Fig. 1: wiring by layer
Two of the layers only.
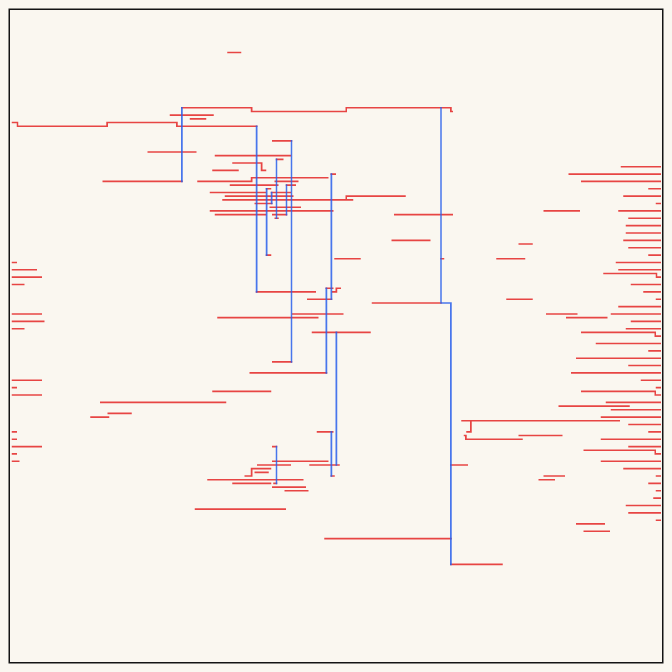
Fig. 2: routing congestion
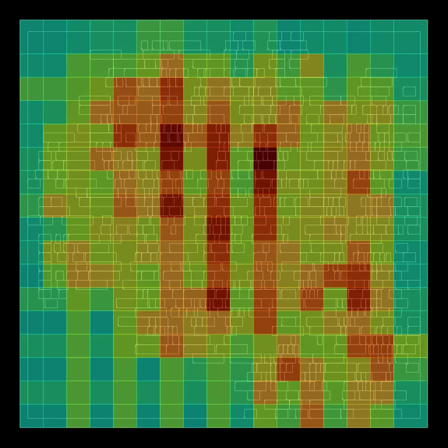
**src/rtl/add_h_border_pkg.sv**
```systemverilog
// Shared types for the HEVC horizontal border actors.
// HEVC_BORDER_ZERO_PAD_EN drops last_pel from the per-flux context.
package hevc_border_pkg;

    localparam int DATA_WIDTH_IN_OUT = 18;
    localparam int DATA_WIDTH_EXT    = 7;

    typedef enum logic [1:0] {
        IDLE  = 2'd0,
        LEFT  = 2'd1,
        MID   = 2'd2,
        RIGHT = 2'd3
    } state_t;

    typedef struct packed {
        state_t                      state;
        logic [DATA_WIDTH_EXT-1:0]   size;
        logic [DATA_WIDTH_EXT-1:0]   cnt_h;
        logic [DATA_WIDTH_EXT-1:0]   cnt_v;
`ifndef HEVC_BORDER_ZERO_PAD_EN
        logic [DATA_WIDTH_IN_OUT-1:0] last_pel;
`endif
    } ctx_t;

    // Index of the last element of an n-long run; callers guarantee n != 0.
    function automatic logic [DATA_WIDTH_EXT-1:0] last_idx(input logic [DATA_WIDTH_EXT-1:0] n);
        return n - 1'b1;
    endfunction

endpackage

```
**src/rtl/add_h_border_if.sv**
```systemverilog
// FIFO-side interfaces of the border actors: FLUX-wide read ports and a tagged write port.
// Read: dout[i] is valid while empty[i]==0; read[i]=1 pops at the next edge. Write: din is taken when write=1 and full[tag]==0.
interface read_interface #(
    parameter int FLUX = 2,
    parameter int DW   = 18
);
    logic [FLUX-1:0]         empty;
    logic [FLUX-1:0][DW-1:0] dout;
    logic [FLUX-1:0]         read;

    modport actor (input empty, input dout, output read);
    modport fifo  (output empty, output dout, input read);
endinterface

interface write_interface #(
    parameter int FLUX = 2,
    parameter int DW   = 19
);
    logic [FLUX-1:0] full;
    logic [DW-1:0]   din;
    logic            write;

    modport actor (input full, output din, output write);
    modport fifo  (output full, input din, input write);
endinterface

```
**src/rtl/add_h_border_flux_prio_sel.sv**
```systemverilog
// Fixed-priority flux selector: lowest-index asserted request wins.
module flux_prio_sel #(
    parameter int FLUX      = 2,
    parameter int TAG_WIDTH = $clog2(FLUX)
) (
    input  logic [FLUX-1:0]      i_req,
    output logic [TAG_WIDTH-1:0] o_tag,
    output logic                 o_valid
);

    // Scan from the top so the lowest index overwrites last.
    always_comb begin
        o_tag   = '0;
        o_valid = 1'b0;
        for (int i = FLUX - 1; i >= 0; i--) begin
            if (i_req[i]) begin
                o_tag   = TAG_WIDTH'(i);
                o_valid = 1'b1;
            end
        end
    end

endmodule

```
**src/rtl/add_h_border.sv**
```systemverilog
// Horizontal border insertion: each S-pixel row is widened by BORDER edge pixels per side, per flux.
// Define HEVC_BORDER_ZERO_PAD_EN to pad with zeros instead of replicated edge pixels.
module add_h_border #(
    parameter int FLUX              = 2,
    parameter int BORDER            = 4,
    parameter int DATA_WIDTH_IN_OUT = hevc_border_pkg::DATA_WIDTH_IN_OUT,
    parameter int DATA_WIDTH_EXT    = hevc_border_pkg::DATA_WIDTH_EXT,
    parameter int TAG_WIDTH         = $clog2(FLUX)
) (
    input  logic                                clk,
    input  logic                                rst,
    read_interface.actor                        read_port_ext_size,
    read_interface.actor                        read_port_in_pel,
    write_interface.actor                       write_port_out_pel,
    output hevc_border_pkg::state_t [FLUX-1:0] o_dbg_state
);
    import hevc_border_pkg::*;

    localparam logic [DATA_WIDTH_EXT-1:0] B_LAST = DATA_WIDTH_EXT'(BORDER - 1);

    ctx_t                         r_ctx [FLUX];
    ctx_t                         w_cur;
    ctx_t                         w_nxt;
    logic [FLUX-1:0]              w_req;
    logic [TAG_WIDTH-1:0]         w_tag;
    logic                         w_valid;
    logic                         w_go;
    logic [DATA_WIDTH_IN_OUT-1:0] w_pix_in;
    logic [DATA_WIDTH_IN_OUT-1:0] w_out_pix;

    // A flux may be picked only when everything its current state needs is ready.
    always_comb begin
        for (int i = 0; i < FLUX; i++) begin
            w_req[i] = 1'b0;
            case (r_ctx[i].state)
                IDLE:  w_req[i] = !read_port_ext_size.empty[i];
`ifdef HEVC_BORDER_ZERO_PAD_EN
                LEFT:  w_req[i] = !write_port_out_pel.full[i];
`else
                LEFT:  w_req[i] = !write_port_out_pel.full[i] && !read_port_in_pel.empty[i];
`endif
                MID:   w_req[i] = !write_port_out_pel.full[i] && !read_port_in_pel.empty[i];
                RIGHT: w_req[i] = !write_port_out_pel.full[i];
                default: w_req[i] = 1'b0;
            endcase
        end
    end

    flux_prio_sel #(
        .FLUX      (FLUX),
        .TAG_WIDTH (TAG_WIDTH)
    ) u_sel (
        .i_req   (w_req),
        .o_tag   (w_tag),
        .o_valid (w_valid)
    );

    assign w_cur    = r_ctx[w_tag];
    assign w_pix_in = read_port_in_pel.dout[w_tag];
    assign w_go     = w_valid && !rst;

    // State register: only the selected flux's context advances.
    always_ff @(posedge clk or posedge rst) begin
        if (rst) begin
            for (int i = 0; i < FLUX; i++) begin
                r_ctx[i] <= '0;
            end
        end else if (w_valid) begin
            r_ctx[w_tag] <= w_nxt;
        end
    end

    // Next-state logic for the selected flux.
    always_comb begin
        w_nxt = w_cur;
        case (w_cur.state)
            IDLE: begin
                if (read_port_ext_size.dout[w_tag] != '0) begin
                    w_nxt.size  = read_port_ext_size.dout[w_tag];
                    w_nxt.cnt_h = '0;
                    w_nxt.cnt_v = '0;
                    w_nxt.state = LEFT;
                end
            end
            LEFT: begin
                if (w_cur.cnt_h == B_LAST) begin
                    w_nxt.cnt_h = '0;
                    w_nxt.state = MID;
                end else begin
                    w_nxt.cnt_h = w_cur.cnt_h + 1'b1;
                end
            end
            MID: begin
                if (w_cur.cnt_h == last_idx(w_cur.size)) begin
`ifndef HEVC_BORDER_ZERO_PAD_EN
                    w_nxt.last_pel = w_pix_in;
`endif
                    w_nxt.cnt_h = '0;
                    w_nxt.state = RIGHT;
                end else begin
                    w_nxt.cnt_h = w_cur.cnt_h + 1'b1;
                end
            end
            RIGHT: begin
                if (w_cur.cnt_h == B_LAST) begin
                    w_nxt.cnt_h = '0;
                    if (w_cur.cnt_v == last_idx(w_cur.size)) begin
                        w_nxt.cnt_v = '0;
                        w_nxt.state = IDLE;
                    end else begin
                        w_nxt.cnt_v = w_cur.cnt_v + 1'b1;
                        w_nxt.state = LEFT;
                    end
                end else begin
                    w_nxt.cnt_h = w_cur.cnt_h + 1'b1;
                end
            end
            default: w_nxt = w_cur;
        endcase
    end

    // Output logic: LEFT peeks the pixel without popping it; MID pops it.
    always_comb begin
        read_port_ext_size.read = '0;
        read_port_in_pel.read   = '0;
        write_port_out_pel.write = 1'b0;
        w_out_pix               = '0;
        if (w_go) begin
            case (w_cur.state)
                IDLE: read_port_ext_size.read[w_tag] = 1'b1;
                LEFT: begin
                    write_port_out_pel.write = 1'b1;
`ifndef HEVC_BORDER_ZERO_PAD_EN
                    w_out_pix = w_pix_in;
`endif
                end
                MID: begin
                    read_port_in_pel.read[w_tag] = 1'b1;
                    write_port_out_pel.write     = 1'b1;
                    w_out_pix                    = w_pix_in;
                end
                RIGHT: begin
                    write_port_out_pel.write = 1'b1;
`ifndef HEVC_BORDER_ZERO_PAD_EN
                    w_out_pix = w_cur.last_pel;
`endif
                end
                default: w_out_pix = '0;
            endcase
        end
    end

    assign write_port_out_pel.din = {w_tag, w_out_pix};

    for (genvar g = 0; g < FLUX; g++) begin : g_dbg
        assign o_dbg_state[g] = r_ctx[g].state;
    end

endmodule

```
**src/flat_wrapper.sv**
```systemverilog
// flat-port wrapper written by rule: the top's interface ports become plain ports
module add_h_border_flat import hevc_border_pkg::*;
#(
    parameter int FLUX              = 2,
    parameter int BORDER            = 4,
    parameter int DATA_WIDTH_IN_OUT = hevc_border_pkg::DATA_WIDTH_IN_OUT,
    parameter int DATA_WIDTH_EXT    = hevc_border_pkg::DATA_WIDTH_EXT,
    parameter int TAG_WIDTH         = $clog2(FLUX)
)
  (clk, rst, o_dbg_state, read_port_ext_size_empty, read_port_ext_size_dout, read_port_ext_size_read, read_port_in_pel_empty, read_port_in_pel_dout, read_port_in_pel_read, write_port_out_pel_full, write_port_out_pel_din, write_port_out_pel_write);
  read_interface #(.FLUX(FLUX), .DW((7))) read_port_ext_size_i ();
  read_interface #(.FLUX(FLUX), .DW((18))) read_port_in_pel_i ();
  write_interface #(.FLUX(FLUX), .DW((1) + (18))) write_port_out_pel_i ();
  input  logic clk;
  input  logic rst;
  output hevc_border_pkg::state_t [FLUX-1:0] o_dbg_state;
  input wire logic [$bits(read_port_ext_size_i.empty)-1:0] read_port_ext_size_empty;
  input wire logic [$bits(read_port_ext_size_i.dout)-1:0] read_port_ext_size_dout;
  output wire logic [$bits(read_port_ext_size_i.read)-1:0] read_port_ext_size_read;
  input wire logic [$bits(read_port_in_pel_i.empty)-1:0] read_port_in_pel_empty;
  input wire logic [$bits(read_port_in_pel_i.dout)-1:0] read_port_in_pel_dout;
  output wire logic [$bits(read_port_in_pel_i.read)-1:0] read_port_in_pel_read;
  input wire logic [$bits(write_port_out_pel_i.full)-1:0] write_port_out_pel_full;
  output wire logic [$bits(write_port_out_pel_i.din)-1:0] write_port_out_pel_din;
  output wire logic [$bits(write_port_out_pel_i.write)-1:0] write_port_out_pel_write;
  assign read_port_ext_size_i.empty = read_port_ext_size_empty;
  assign read_port_ext_size_i.dout = read_port_ext_size_dout;
  assign read_port_ext_size_read = read_port_ext_size_i.read;
  assign read_port_in_pel_i.empty = read_port_in_pel_empty;
  assign read_port_in_pel_i.dout = read_port_in_pel_dout;
  assign read_port_in_pel_read = read_port_in_pel_i.read;
  assign write_port_out_pel_i.full = write_port_out_pel_full;
  assign write_port_out_pel_din = write_port_out_pel_i.din;
  assign write_port_out_pel_write = write_port_out_pel_i.write;
  add_h_border #(.FLUX(FLUX), .BORDER(BORDER), .DATA_WIDTH_IN_OUT(DATA_WIDTH_IN_OUT), .DATA_WIDTH_EXT(DATA_WIDTH_EXT), .TAG_WIDTH(TAG_WIDTH)) u_core (.clk(clk), .rst(rst), .read_port_ext_size(read_port_ext_size_i), .read_port_in_pel(read_port_in_pel_i), .write_port_out_pel(write_port_out_pel_i), .o_dbg_state(o_dbg_state));
endmodule
```
**config.mk**
```make
export PLATFORM = sky130hd
export DESIGN_NAME = add_h_border_flat
export DESIGN_NICKNAME = d
export VERILOG_FILES = /design/src/rtl/add_h_border_pkg.sv /design/src/rtl/add_h_border_if.sv /design/src/rtl/add_h_border_flux_prio_sel.sv /design/src/rtl/add_h_border.sv /design/src/flat_wrapper.sv
export SDC_FILE = /design/constraint.sdc
export NUM_CORES = 1
export LEC_CHECK = 0
export ABC_AREA = 0
export CORE_MARGIN = 2
export CORE_UTILIZATION = 40
export CTS_CLUSTER_SIZE = 16
export DETAILED_ROUTE_END_ITERATION = 7
export GPL_ROUTABILITY_DRIVEN = 1
export PLACE_DENSITY = 0.69
export REMOVE_ABC_BUFFERS = 1
export SLEW_MARGIN = 20
export SYNTH_ARGS = -nofsm -noshare
export SYNTH_HDL_FRONTEND = slang
export SYNTH_SLANG_ARGS = --single-unit
export TNS_END_PERCENT = 50
```
**constraint.sdc**
```tcl
create_clock -name clk -period 4.7 [get_ports clk]
set_input_delay 0.47 -clock clk [delete_from_list [all_inputs] [get_ports clk]]
set_output_delay 0.47 -clock clk [all_outputs]
set_load 0.01 [all_outputs]
```
==> results_slide.txt <==
Flow Results at a Glance

Worst setup path
  – Crit-path max cell delay: 0.56 ns
  – CP Class: reg2out
  – Worst Setup EP: write_port_out_pel_din[2]
  – CP max FO: 25
  – Worst Setup SP: u_core.o_dbg_state[3]
  – Critical Path AT: 3.99 ns
  – Top delay family on crit path: buffers and inverters
  – CP Capture Type: output pin
  – R2R setup slack: 0.29 ns
  – Worst path required time: 4.23 ns
  – Stages on worst setup path: 15
  – Reg2reg path depth: 16

Outcome
  – Status: completed

Logic synthesis
  – Post-synth regs: 82
  – Dominant kind of combinational cell: simple AND/OR/NAND/NOR gates
  – Cell type with the largest total area: dfrtp_1
  – Mux area share: 0.1090
  – EDFF count, synth: 0
  – Most frequent cells after synthesis: nand2_1 (126), dfrtp_1 (82), a21oi_1 (50)
  – Mapped Cells: 616
  – Yosys synthesis chip area: 5419 um^2
  – Most common reg cell: dfrtp_1
  – XORs/XNORs by Area: 0.05703
  – Synthesized area per cell: 8.797 um^2
  – Most instantiated library cell after synthesis: nand2_1
  – Synth Cell Area: 5419 um^2
  – Synth area leaders: dfrtp_1 (38%), nand2_1 (8.7%), a21oi_1 (4.6%)
  – Seq/Total Area, Yosys: 0.3787

Drt
  – Drt via density: 5.684
  – Drt pass-1 iters: 5
  – Antenna Nets Post-Route: 0
  – WL met1: 6.697 mm

Final layout
  – Logic area: 3118 um^2
  – Filler instances: 1,228
  – Combinational gates: 474
  – Register area: 2052 um^2
  – Area grow syn2layout: 24.91%
  – Final cell count without fillers: 870
  – Signal buffers share of area: 0.1451
  – Antenna diodes: 0
  – Dominant class by area: combinational gates
  – Logic inverters: 20
  – Largest Register: u_core.r_ctx
  – Combinational share of cell area: 0.4606
  – Layout Nets: 758
  – Clock tree cell share of total cell area: 0.04714
  – Top cell excl fill/tap: nand2_1
  – Max FFs per register: 78
  – Most numerous logic cells after layout: nand2_1 (126), clkdlybuf4s50_1 (85), dfrtp_1 (82), a21oi_1 (50), nor2_1 (40)

Clocking
  – Total CTS buffers: 9
  – Clock tree buffer depth: 2
  – H-tree depth: 3
  – Post-cts gate resize count: 1
  – Insertion Delay late pin: 0.35 ns
  – Hold buffers post-CTS: 0

Placement
  – # port buffers: 85

Power
  – Pwr Density: 600.0 nW/um^2
  – Clock network power: 0.761 mW
  – Top Consumer: combinational logic
  – Sequential power: 0.999 mW
  – Maximum vdd drop: 0.0003021 V
  – Sw Share: 0.4469
  – Logic pwr share: 0.567
  – Pint: 2.246 mW
  – P_comb: 2.30 mW
  – Sw Pwr: 1.815 mW
  – Tot Pwr: 4.061 mW
  – Flop pwr share: 0.246

Die
  – Chip area: 14,500 um^2
  – Num rows: 42
  – Die width: 120.4 um
  – Tap cells: 176
  – Io pins: 86
  – Die H: 120.4 um

GRT
  – Total global routing overflow: 0
  – First-pass GRT wire length: 23.87 mm
  – Vias in the first global route: 4,785

Hold path
  – Hold Path Cell Cnt: 1
  – Hold path startpoint: u_core.r_ctx[5]
  – HP Class: reg2reg

STA
  – RSZ-0062 raised after global routing: true
  – Cycle use final: 0.9490
  – Tmin final: 4.460 ns
  – Worst Tran Pin Value: 0.7527 ns
  – Final hold vios: 0
  – Final setup vio count: 0
  – Hold slack: 0.4894 ns
  – Setup TNS: 0 ns
-- Fig. 1 (at the start) --
| colour | layer | wire length |
|---|---|---|
| blue | metal 4 | 280 um |
| red | metal 3 | 1,080 um |

-- Fig. 2 (at the start) --
GR Util All Layers: 0.2070
wire per inst: 17.00 um

No activity file was given, so power comes from the tool's default toggle rates.
